$ cat src/rtl/key_capture_if.sv
// Keypad capture bundle: scan inputs from the matrix scanner, queued key codes out.
// master = the capture stage, slave = scanner/consumer side.
interface key_capture_if;
   logic [3:0] columnas;
   logic [3:0] sample;
   logic       key_ready;
   logic       key_valid;
   logic [3:0] key_code;
   logic       key_held;
   logic       overflow;

   modport master (
      input  columnas,
      input  sample,
      input  key_ready,
      output key_valid,
      output key_code,
      output key_held,
      output overflow
   );

   modport slave (
      output columnas,
      output sample,
      output key_ready,
      input  key_valid,
      input  key_code,
      input  key_held,
      input  overflow
   );
endinterface

$ cat src/rtl/key_capture.sv
// Confirms one key over STABLE_SCANS scans, encodes 4*row+col, queues it; valid 1 cycle after the confirming scan end.
// Backpressure: key_ready pops the head; a confirm into a full queue without a pop is dropped and sets sticky overflow.
module key_capture #(
   parameter int SETTLE_CYCLES = 4,
   parameter int STABLE_SCANS  = 3,
   parameter int FIFO_DEPTH    = 4
) (
   input logic           clk,
   input logic           n_reset,
   key_capture_if.master kif
);

   localparam int SW = $clog2(SETTLE_CYCLES + 2);
   localparam int CW = $clog2(STABLE_SCANS + 2);
   localparam int PW = $clog2(FIFO_DEPTH);
   localparam int NW = PW + 1;

   localparam logic [SW-1:0] SETTLE_N = SW'(SETTLE_CYCLES);
   localparam logic [CW-1:0] STABLE_N = CW'(STABLE_SCANS);
   localparam logic [NW-1:0] DEPTH_N  = NW'(FIFO_DEPTH);

   typedef enum logic [1:0] {
      ST_IDLE,
      ST_CONFIRM,
      ST_HELD,
      ST_RELEASE
   } state_t;

   logic [3:0]    col_q;
   logic [SW-1:0] settle_q, settle_d;
   logic          hit_q, hit_d;
   logic          multi_q, multi_d;
   logic [3:0]    rec_code_q, rec_code_d;

   state_t        state_q;
   logic [CW-1:0] cnt_q;
   logic [3:0]    cand_q;
   logic          held_q;

   logic [3:0]    mem_q [FIFO_DEPTH];
   logic [PW-1:0] wr_q, wr_d;
   logic [PW-1:0] rd_q, rd_d;
   logic [NW-1:0] count_q, count_d;
   logic          valid_q;
   logic [3:0]    head_q, head_d;
   logic          ovf_q;

   logic          col_onehot, col_chg, qualify, scan_end;
   logic          samp_one, samp_many;
   logic [1:0]    col_idx, row_idx;
   logic [3:0]    hit_code;
   logic          res_empty, res_key;
   logic [CW-1:0] cnt_inc;
   logic          push, pop, full, do_wr;

   // The column-change cycle itself never qualifies, so a fresh column always starts inside the settle window.
   assign col_onehot = $onehot(kif.columnas);
   assign col_chg    = (kif.columnas != col_q);
   assign qualify    = col_onehot && !col_chg && (settle_q >= SETTLE_N);
   assign scan_end   = (col_q == 4'b0001) && (kif.columnas == 4'b1000);
   assign samp_one   = $onehot(kif.sample);
   assign samp_many  = (kif.sample != 4'b0000) && !samp_one;

   always_comb begin
      case (kif.columnas)
         4'b1000: col_idx = 2'd0;
         4'b0100: col_idx = 2'd1;
         4'b0010: col_idx = 2'd2;
         default: col_idx = 2'd3;
      endcase
      case (kif.sample)
         4'b0001: row_idx = 2'd0;
         4'b0010: row_idx = 2'd1;
         4'b0100: row_idx = 2'd2;
         default: row_idx = 2'd3;
      endcase
   end

   assign hit_code = {row_idx, col_idx};

   always_comb begin
      settle_d = settle_q;
      if (!col_onehot || col_chg) begin
         settle_d = '0;
      end else if (settle_q < SETTLE_N) begin
         settle_d = settle_q + SW'(1);
      end
   end

   always_comb begin
      hit_d      = hit_q;
      multi_d    = multi_q;
      rec_code_d = rec_code_q;
      if (scan_end) begin
         hit_d      = 1'b0;
         multi_d    = 1'b0;
         rec_code_d = 4'd0;
      end else if (qualify) begin
         if (samp_many) begin
            multi_d = 1'b1;
         end else if (samp_one) begin
            if (!hit_q) begin
               hit_d      = 1'b1;
               rec_code_d = hit_code;
            end else if (hit_code != rec_code_q) begin
               multi_d = 1'b1;
            end
         end
      end
   end

   always_ff @(posedge clk or negedge n_reset) begin
      if (!n_reset) begin
         col_q      <= 4'b0000;
         settle_q   <= '0;
         hit_q      <= 1'b0;
         multi_q    <= 1'b0;
         rec_code_q <= 4'd0;
      end else begin
         col_q      <= kif.columnas;
         settle_q   <= settle_d;
         hit_q      <= hit_d;
         multi_q    <= multi_d;
         rec_code_q <= rec_code_d;
      end
   end

   assign res_empty = !hit_q && !multi_q;
   assign res_key   = hit_q && !multi_q;
   assign cnt_inc   = cnt_q + CW'(1);

   assign push = scan_end && res_key &&
                 (((state_q == ST_IDLE) && (STABLE_SCANS == 1)) ||
                  ((state_q == ST_CONFIRM) && (rec_code_q == cand_q) && (cnt_inc == STABLE_N)));

   always_ff @(posedge clk or negedge n_reset) begin
      if (!n_reset) begin
         state_q <= ST_IDLE;
         cnt_q   <= '0;
         cand_q  <= 4'd0;
         held_q  <= 1'b0;
      end else if (scan_end) begin
         case (state_q)
            ST_IDLE: begin
               if (res_key) begin
                  if (STABLE_SCANS == 1) begin
                     state_q <= ST_HELD;
                     held_q  <= 1'b1;
                  end else begin
                     state_q <= ST_CONFIRM;
                     cand_q  <= rec_code_q;
                     cnt_q   <= CW'(1);
                  end
               end
            end
            ST_CONFIRM: begin
               if (res_key && (rec_code_q == cand_q)) begin
                  if (cnt_inc == STABLE_N) begin
                     state_q <= ST_HELD;
                     held_q  <= 1'b1;
                     cnt_q   <= '0;
                  end else begin
                     cnt_q <= cnt_inc;
                  end
               end else if (res_key) begin
                  cand_q <= rec_code_q;
                  cnt_q  <= CW'(1);
               end else begin
                  state_q <= ST_IDLE;
                  cnt_q   <= '0;
               end
            end
            ST_HELD: begin
               // Any key or multi-key scan keeps the hold; a second key while held is never reported.
               if (res_empty) begin
                  if (STABLE_SCANS == 1) begin
                     state_q <= ST_IDLE;
                     held_q  <= 1'b0;
                     cnt_q   <= '0;
                  end else begin
                     state_q <= ST_RELEASE;
                     cnt_q   <= CW'(1);
                  end
               end
            end
            default: begin
               if (res_empty) begin
                  if (cnt_inc == STABLE_N) begin
                     state_q <= ST_IDLE;
                     held_q  <= 1'b0;
                     cnt_q   <= '0;
                  end else begin
                     cnt_q <= cnt_inc;
                  end
               end else begin
                  state_q <= ST_HELD;
                  cnt_q   <= '0;
               end
            end
         endcase
      end
   end

   assign pop   = valid_q && kif.key_ready;
   assign full  = (count_q == DEPTH_N);
   assign do_wr = push && (!full || pop);

   always_comb begin
      count_d = count_q;
      if (do_wr && !pop) begin
         count_d = count_q + NW'(1);
      end else if (!do_wr && pop) begin
         count_d = count_q - NW'(1);
      end
      wr_d = do_wr ? wr_q + PW'(1) : wr_q;
      rd_d = pop ? rd_q + PW'(1) : rd_q;
      // Head is registered: forward the incoming code when it lands in the slot about to become the head.
      head_d = head_q;
      if (count_d != '0) begin
         head_d = (do_wr && (wr_q == rd_d)) ? rec_code_q : mem_q[rd_d];
      end
   end

   always_ff @(posedge clk or negedge n_reset) begin
      if (!n_reset) begin
         for (int i = 0; i < FIFO_DEPTH; i++) begin
            mem_q[i] <= 4'd0;
         end
         wr_q    <= '0;
         rd_q    <= '0;
         count_q <= '0;
         valid_q <= 1'b0;
         head_q  <= 4'd0;
         ovf_q   <= 1'b0;
      end else begin
         if (do_wr) begin
            mem_q[wr_q] <= rec_code_q;
         end
         wr_q    <= wr_d;
         rd_q    <= rd_d;
         count_q <= count_d;
         valid_q <= (count_d != '0);
         head_q  <= head_d;
         if (push && full && !pop) begin
            ovf_q <= 1'b1;
         end
      end
   end

   assign kif.key_valid = valid_q;
   assign kif.key_code  = head_q;
   assign kif.key_held  = held_q;
   assign kif.overflow  = ovf_q;

endmodule

$ cat src/flat_wrapper.sv
// flat-port wrapper written by rule: the top's interface ports become plain ports
module key_capture_flat 
#(
   parameter int SETTLE_CYCLES = 4,
   parameter int STABLE_SCANS  = 3,
   parameter int FIFO_DEPTH    = 4
)
  (clk, n_reset, kif_columnas, kif_sample, kif_key_ready, kif_key_valid, kif_key_code, kif_key_held, kif_overflow);
  key_capture_if kif_i ();
  input logic clk;
  input logic n_reset;
  input wire logic [$bits(kif_i.columnas)-1:0] kif_columnas;
  input wire logic [$bits(kif_i.sample)-1:0] kif_sample;
  input wire logic [$bits(kif_i.key_ready)-1:0] kif_key_ready;
  output wire logic [$bits(kif_i.key_valid)-1:0] kif_key_valid;
  output wire logic [$bits(kif_i.key_code)-1:0] kif_key_code;
  output wire logic [$bits(kif_i.key_held)-1:0] kif_key_held;
  output wire logic [$bits(kif_i.overflow)-1:0] kif_overflow;
  assign kif_i.columnas = kif_columnas;
  assign kif_i.sample = kif_sample;
  assign kif_i.key_ready = kif_key_ready;
  assign kif_key_valid = kif_i.key_valid;
  assign kif_key_code = kif_i.key_code;
  assign kif_key_held = kif_i.key_held;
  assign kif_overflow = kif_i.overflow;
  key_capture #(.SETTLE_CYCLES(SETTLE_CYCLES), .STABLE_SCANS(STABLE_SCANS), .FIFO_DEPTH(FIFO_DEPTH)) u_core (.clk(clk), .n_reset(n_reset), .kif(kif_i));
endmodule
$ cat config.mk
export PLATFORM = sky130hd
export DESIGN_NAME = key_capture_flat
export DESIGN_NICKNAME = d
export VERILOG_FILES = /design/src/rtl/key_capture_if.sv /design/src/rtl/key_capture.sv /design/src/flat_wrapper.sv
export SDC_FILE = /design/constraint.sdc
export NUM_CORES = 1
export LEC_CHECK = 0
export ABC_AREA = 0
export CAP_MARGIN = 40
export CORE_ASPECT_RATIO = 0.5
export CORE_MARGIN = 4
export CORE_UTILIZATION = 55
export CTS_BUF_LIST = sky130_fd_sc_hd__clkbuf_16
export CTS_CLUSTER_DIAMETER = 60
export CTS_CLUSTER_SIZE = 25
export DETAILED_ROUTE_END_ITERATION = 8
export PLACE_DENSITY = 0.84
export SETUP_SLACK_MARGIN = 0.3
export SKIP_CTS_REPAIR_TIMING = 1
export SYNTH_ARGS = -nofsm -noshare
export SYNTH_HDL_FRONTEND = slang
export SYNTH_SLANG_ARGS = --single-unit
$ cat constraint.sdc
create_clock -name clk -period 3 [get_ports clk]
set_input_delay 0.6 -clock clk [delete_from_list [all_inputs] [get_ports clk]]
set_output_delay 0.6 -clock clk [all_outputs]
set_load 0.05 [all_outputs]
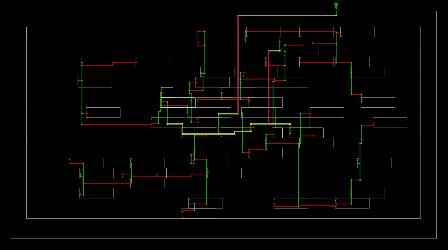
Run 1: clock wiring as the flow saved it
Clock Sinks: 52
clock-net power: 576 uW

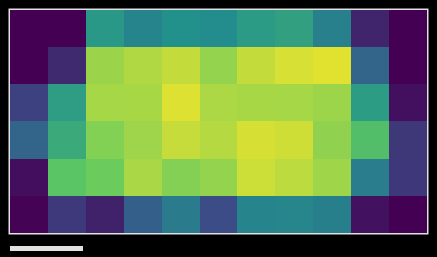
Run 1: cell area per tile
Bar = 20 um. 11 x 6 tiles, from dark purple (low) to yellow (high), 0 to 100% covered.
The densest ninth of the die: center. The mean over all tiles is 54%. 42% of the tiles are over 75% full. The fullest tile reaches 96%. 11% of the tiles are nearly empty.

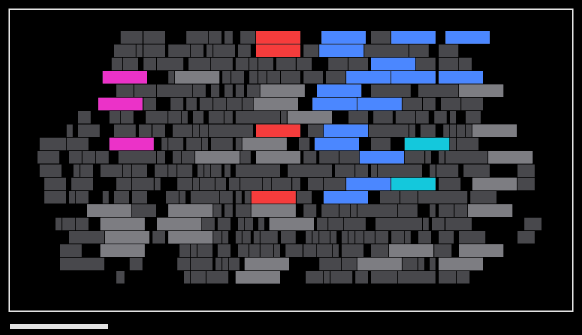
Run 1: sequential cells colored by netlist name
Bar = 20 um.
Key: u_core.settle_q = magenta [placed flops 3]; u_core.mem_q = blue [placed flops 16]; u_core.rd_q = cyan [placed flops 2]; u_core.cand_q = red [placed flops 4]
Another 27 sequential cells are not colored.

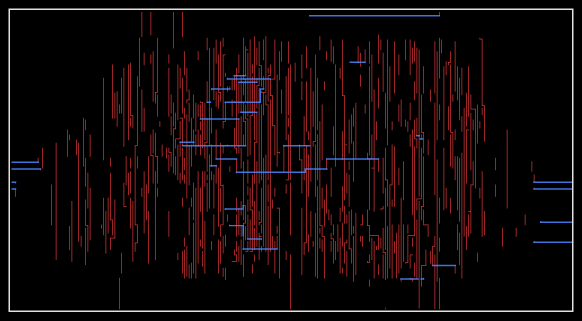
Run 1: routed metal, one color a layer
Two of the layers only.
Key: M3 = blue [wire length 195 um]; M2 = red [wire length 3450 um]

==> reports/metrics.cfg, run 1 <==
[yosys]
fa_ha_area_frac = 0.1167
synthMuxAreaShare = 0.1375
synthArstFlopShare = 1.000
ys_top_cells_by_area = dfrtp_1, ha_1, mux2_2
xor_share = 0.05715
synth_seq_share = 0.4157
ys_cells = 280
post_synth_instance_area_um2 = 3131
ys_sh_aoi = 0.1135
yosys.area_share.simple = 0.1231
ys_area_um2 = 3131
syn_area_per_cell_um2 = 11.18
top_area_frac = 0.4157
yosys_warnings = 0
common_cells = dfrtp_1, ha_1, mux2_2

[pwr]
comb-power_uw = 621
power.group.top = sequential cells
internal_power_mw = 1.356
p_leak_nw = 1.911
power_density_nw_per_um2 = 510.0
netSwitchingFraction = 0.3175
power.switching_uw = 630.9
ir_drop_uv = 268.6
clockPowerShare = 0.290

[final_timing]
holdWs_ns = 0.1336
setup_tns_ns = 0
slew_violations = 0
fin_crit_ns = 2.667
tightest_slew_ns = 0.5601
rsz0062_at_grt = no
setup_slack_ns = 0.3333
post-route-period-util = 0.8889
fmax_mhz = 375.0
clock_skew_ns = 0.005541

[setup_path]
path_buffers = 2
crit_type = in2reg
reg2reg_depth = 7
critical-path-top-delay-family = simple AND/OR/NAND/NOR gates
rr_startpoint = u_core.col_q[1]
crit_chain = dlymetal6s2s_1 -> inv_2 -> ha_1 -> ha_2 -> fa_1 -> nor2_1 -> nand3_1 -> nor4_4 -> and4b_2 -> nor2_2 -> a211oi_1
worstPathRequired_ns = 3.18
start_kind = primary input
slowest_stage = fa_1
worst_path_largest_cell_delay_ns = 0.43
cp_max_fo = 8

[finish]
final_cell_mix = dfrtp_1, buf_4, mux2_2
largestClassByArea = combinational gates
largest_reg_flops = 16
final-clk-cell-share = 0.03821
lay_top_count = dfrtp_1
final_core_util = 0.7095
comb_cells = 198
logic_area_um2 = 1824
comb_share = 0.4682
layoutNonFillerInstCount = 404
fill_cells = 353
flops = 52
finalNetCount = 369
buffers = 53

[route]
wire_per_inst_um = 16.30
dr.pass1.iters = 4
routed_wl_um = 6587
ant_nets = 0
routed_via_density = 5.738
met2WireLength_um = 3453

[cts]
cts_tree = yes
clockRootBuffer = clkbuf_16

[global_routing]
use_met2 = 0.3490
grt_pass1_vias = 2247
antenna_found_initial = 0
met3_usage = 0.02944
grtUsageTotal = 0.1910

[place]
place_ws_ns = -0.3239
dp_cells = 388

[outcome]
status = finished, final reports clean

[floorplan]
nWellTaps = 73
io_pins = 18
initial_core_util = 0.5701
fp.dieW_um = 114.7

[run]
warnings = 42
drv_cap = 0

[min_path]
hold_class = in2async

--- run 2 (diff from run 1) ---
--- a/config.mk
+++ b/config.mk
@@ -16,7 +16,6 @@
 export DETAILED_ROUTE_END_ITERATION = 8
 export PLACE_DENSITY = 0.84
 export SETUP_SLACK_MARGIN = 0.3
-export SKIP_CTS_REPAIR_TIMING = 1
 export SYNTH_ARGS = -nofsm -noshare
 export SYNTH_HDL_FRONTEND = slang
 export SYNTH_SLANG_ARGS = --single-unit
==> run 2 against run 1 <==
  * Global-route usage rose by 0.22 points
  * Clock power fell by 1%
  * First-iteration DRC count decreased by 32%
  * Synthesized cell count stayed put
  * Flip-flop count unchanged
  * Sequential share of layout area fell by 0.33 points
  * Critical path depth fell by 3
==> reports/metrics.cfg, run 2 <==
[outcome]
status = finished, final reports clean  ; unchanged

[place]
numPortBuffers = 17  ; unchanged
dp_cells = 388  ; unchanged
place_ws_ns = -0.3239  ; unchanged

[route]
wire_per_inst_um = 16.77  ; was 16.30 um
dr.pass1.iters = 4  ; unchanged
routed_via_density = 5.835  ; was 5.738
met2WireLength_um = 3596  ; was 3453 um
drc = 0  ; unchanged
ant_nets = 0  ; unchanged

[pwr]
p_leak_nw = 1.884  ; was 1.911 nW
comb-power_uw = 613  ; was 621 uW
internal_power_mw = 1.344  ; was 1.356 mW
ir_drop_uv = 264.3  ; was 268.6 uV
power.group.top = sequential cells  ; unchanged
p_clk_uw = 570  ; was 576 uW
netSwitchingFraction = 0.3194  ; was 0.3175
power_density_nw_per_um2 = 501.8  ; was 510.0 nW/um2
seq_power_share = 0.401  ; was 0.398
power.switching_uw = 630.7  ; was 630.9 uW

[finish]
lay_top_count = dfrtp_1  ; unchanged
fill_cells = 345  ; was 353
comb_share = 0.4757  ; was 0.4682
largest_reg_flops = 16  ; unchanged
largestClassByArea = combinational gates  ; unchanged
comb_cells = 198  ; unchanged
final_cell_mix = dfrtp_1, buf_4, mux2_2  ; unchanged
layoutNonFillerInstCount = 406  ; was 404
final-clk-cell-share = 0.03784  ; was 0.03821
flops = 52  ; unchanged
logic_area_um2 = 1872  ; was 1824 um2
finalNetCount = 371  ; was 369
buffers = 55  ; was 53

[yosys]
synth_seq_share = 0.4157  ; unchanged
fa_ha_area_frac = 0.1167  ; unchanged
synthMuxAreaShare = 0.1375  ; unchanged
synthArstFlopShare = 1.000  ; unchanged
common_cells = dfrtp_1, ha_1, mux2_2  ; unchanged
ys_sh_aoi = 0.1135  ; unchanged
yosys.area_share.simple = 0.1231  ; unchanged
ys_cells = 280  ; unchanged
yosys_warnings = 0  ; unchanged
xor_share = 0.05715  ; unchanged
ys.flops = 52  ; unchanged
syn_area_per_cell_um2 = 11.18  ; unchanged
ys_top_cells_by_area = dfrtp_1, ha_1, mux2_2  ; unchanged
post_synth_instance_area_um2 = 3131  ; unchanged
top_area_frac = 0.4157  ; unchanged
ys_area_um2 = 3131  ; unchanged

[final_timing]
finalHoldViolCount = 0  ; unchanged
slew_violations = 0  ; unchanged
setup_tns_ns = 0  ; unchanged
holdWs_ns = 0.1369  ; was 0.1336 ns
rsz0062_at_grt = yes  ; was no
clock_skew_ns = 0.007062  ; was 0.005541 ns
setup_slack_ns = 0.3104  ; was 0.3333 ns
fmax_mhz = 371.8  ; was 375.0 MHz
tightest_slew_ns = 0.5596  ; was 0.5601 ns
fin_crit_ns = 2.690  ; was 2.667 ns
post-route-period-util = 0.8965  ; was 0.8889

[setup_path]
end_kind = flop  ; unchanged
crit_type = reg2reg  ; was in2reg
start_kind = flop  ; was primary input
slowest_stage = or4b_4  ; was fa_1
worstPathRequired_ns = 3.18  ; about the same
worst_path_largest_cell_delay_ns = 0.56  ; was 0.43 ns
cp_max_fo = 5  ; was 8
crit_chain = or4b_4 -> nor3_4 -> buf_4 -> a31oi_2 -> a211o_1 -> a221oi_4 -> buf_4 -> mux2_4  ; was dlymetal6s2s_1 -> inv_2 -> ha_1 -> ha_2 -> fa_1 -> nor2_1 -> nand3_1 -> nor4_4 -> and4b_2 -> nor2_2 -> a211oi_1
critical-path-top-delay-family = simple AND/OR/NAND/NOR gates  ; unchanged
r2r_slack_ns = 0.31  ; was 0.37 ns
reg2reg_depth = 8  ; was 7
path_buffers = 2  ; unchanged
rr_startpoint = u_core.col_q[2]  ; was u_core.col_q[1]

[floorplan]
fp.dieW_um = 114.7  ; unchanged
io_pins = 18  ; unchanged
nWellTaps = 73  ; unchanged

[run]
warnings = 43  ; was 42
drv_cap = 0  ; unchanged

[cts]
clockRootBuffer = clkbuf_16  ; unchanged
cts_tree = yes  ; unchanged
cts.sinks = 52  ; unchanged
cts_buffers = 5  ; unchanged
ctsResizeCount = 14

[global_routing]
met3_usage = 0.02944  ; unchanged
antenna_found_initial = 0  ; unchanged
grt_pass1_vias = 2254  ; was 2247
use_met2 = 0.3557  ; was 0.3490

[min_path]
hold_class = in2async  ; unchanged

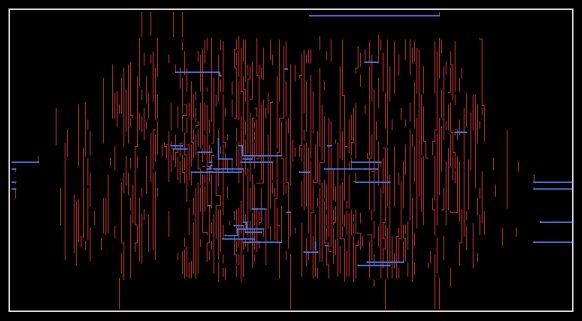
Run 2: routed metal, one color a layer
Two of the layers only.
Key: M2 = red [wire length 3600 um]; M3 = blue [wire length 208 um]
GRT Resource Usage Total: 0.1932
final wirelength: 6809 um
Vias: 2369

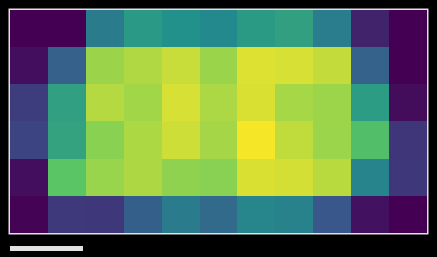
Run 2: cell area per tile
Bar = 20 um. 11 x 6 tiles, from dark purple (low) to yellow (high), 0 to 100% covered.
final design utilization: 0.7166
Starting Density: 0.5701
area of the core: 5492 um2

--- run 3 (diff from run 2) ---
--- a/config.mk
+++ b/config.mk
@@ -14,8 +14,10 @@
 export CTS_CLUSTER_DIAMETER = 60
 export CTS_CLUSTER_SIZE = 25
 export DETAILED_ROUTE_END_ITERATION = 8
+export HOLD_SLACK_MARGIN = 0.08
 export PLACE_DENSITY = 0.84
 export SETUP_SLACK_MARGIN = 0.3
+export SLEW_MARGIN = 20
 export SYNTH_ARGS = -nofsm -noshare
 export SYNTH_HDL_FRONTEND = slang
 export SYNTH_SLANG_ARGS = --single-unit
==> run 3 against run 2 <==
  * Synthesized cell count stayed put
  * Setup slack stayed put
  * Sequential share of layout area stayed put
  * Flip-flop count stayed put
  * Largest power group unchanged
==> reports/metrics.cfg, run 3 <==
[setup_path]
critical-path-top-delay-family = simple AND/OR/NAND/NOR gates  ; unchanged
slowest_stage = or4b_4  ; unchanged
crit_type = reg2reg  ; unchanged
path_buffers = 2  ; unchanged
start_kind = flop  ; unchanged
worstPathRequired_ns = 3.18  ; about the same
worst_path_largest_cell_delay_ns = 0.56  ; about the same
rr_startpoint = u_core.col_q[2]  ; unchanged
r2r_slack_ns = 0.31  ; about the same
crit_chain = or4b_4 -> nor3_4 -> buf_4 -> a31oi_2 -> a211o_1 -> a221oi_4 -> buf_4 -> mux2_4  ; unchanged
end_kind = flop  ; unchanged
reg2reg_depth = 8  ; unchanged

[finish]
largestClassByArea = combinational gates  ; unchanged
flops = 52  ; unchanged
final_cell_mix = dfrtp_1, buf_4, mux2_2  ; unchanged
largest_reg_flops = 16  ; unchanged
fill_cells = 345  ; unchanged
lay_top_count = dfrtp_1  ; unchanged
final-clk-cell-share = 0.03784  ; unchanged
logic_area_um2 = 1872  ; unchanged
finalNetCount = 371  ; unchanged
comb_cells = 198  ; unchanged
comb_share = 0.4757  ; unchanged

[pwr]
netSwitchingFraction = 0.3194  ; unchanged
p_leak_nw = 1.884  ; unchanged
comb-power_uw = 613  ; about the same
seq_power_share = 0.401  ; about the same
power.group.top = sequential cells  ; unchanged
power_density_nw_per_um2 = 501.8  ; unchanged
clockPowerShare = 0.289  ; about the same

[yosys]
ys_top_cells_by_area = dfrtp_1, ha_1, mux2_2  ; unchanged
ys.flops = 52  ; unchanged
yosys_warnings = 0  ; unchanged
post_synth_instance_area_um2 = 3131  ; unchanged
common_cells = dfrtp_1, ha_1, mux2_2  ; unchanged
ys_area_um2 = 3131  ; unchanged
xor_share = 0.05715  ; unchanged
top_area_frac = 0.4157  ; unchanged
ys_sh_aoi = 0.1135  ; unchanged
synthArstFlopShare = 1.000  ; unchanged
fa_ha_area_frac = 0.1167  ; unchanged
synthMuxAreaShare = 0.1375  ; unchanged

[final_timing]
slew_violations = 0  ; unchanged
setup_slack_ns = 0.3104  ; unchanged
post-route-period-util = 0.8965  ; unchanged
setup_tns_ns = 0  ; unchanged
rsz0062_at_grt = yes  ; unchanged
fin_crit_ns = 2.690  ; unchanged
finalHoldViolCount = 0  ; unchanged
fmax_mhz = 371.8  ; unchanged
tightest_slew_ns = 0.5596  ; unchanged

[floorplan]
core_area_um2 = 5492  ; unchanged
fp.dieW_um = 114.7  ; unchanged
initial_core_util = 0.5701  ; unchanged

[cts]
ctsResizeCount = 14  ; unchanged
clockRootBuffer = clkbuf_16  ; unchanged
cts.sinks = 52  ; unchanged
cts_buffers = 5  ; unchanged

[global_routing]
grt_pass1_vias = 2254  ; unchanged
grtUsageTotal = 0.1932  ; unchanged
antenna_found_initial = 0  ; unchanged

[place]
numPortBuffers = 17  ; unchanged

[run]
warnings = 43  ; unchanged
drv_cap = 0  ; unchanged

[route]
routed_wl_um = 6809  ; unchanged
routed_via_density = 5.835  ; unchanged
dr.pass1.iters = 4  ; unchanged
vias = 2369  ; unchanged
met2WireLength_um = 3596  ; unchanged

[min_path]
hold_class = in2async  ; unchanged

[outcome]
status = finished, final reports clean  ; unchanged

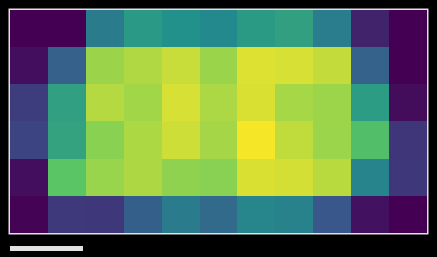
Run 3: cell area per tile
Bar = 20 um. 11 x 6 tiles, from dark purple (low) to yellow (high), 0 to 100% covered.
The fullest tile reaches 99%. 9.1% of the tiles are nearly empty. The mean over all tiles is 55%. 42% of the tiles are over 75% full.

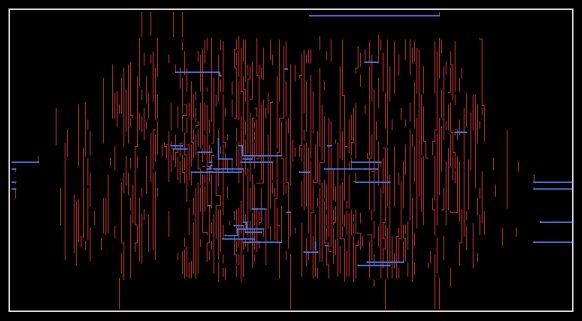
Run 3: routed metal, one color a layer
Two of the layers only.
Routed WL per cell: 16.77 um

Power and IR drop assume default switching activity.
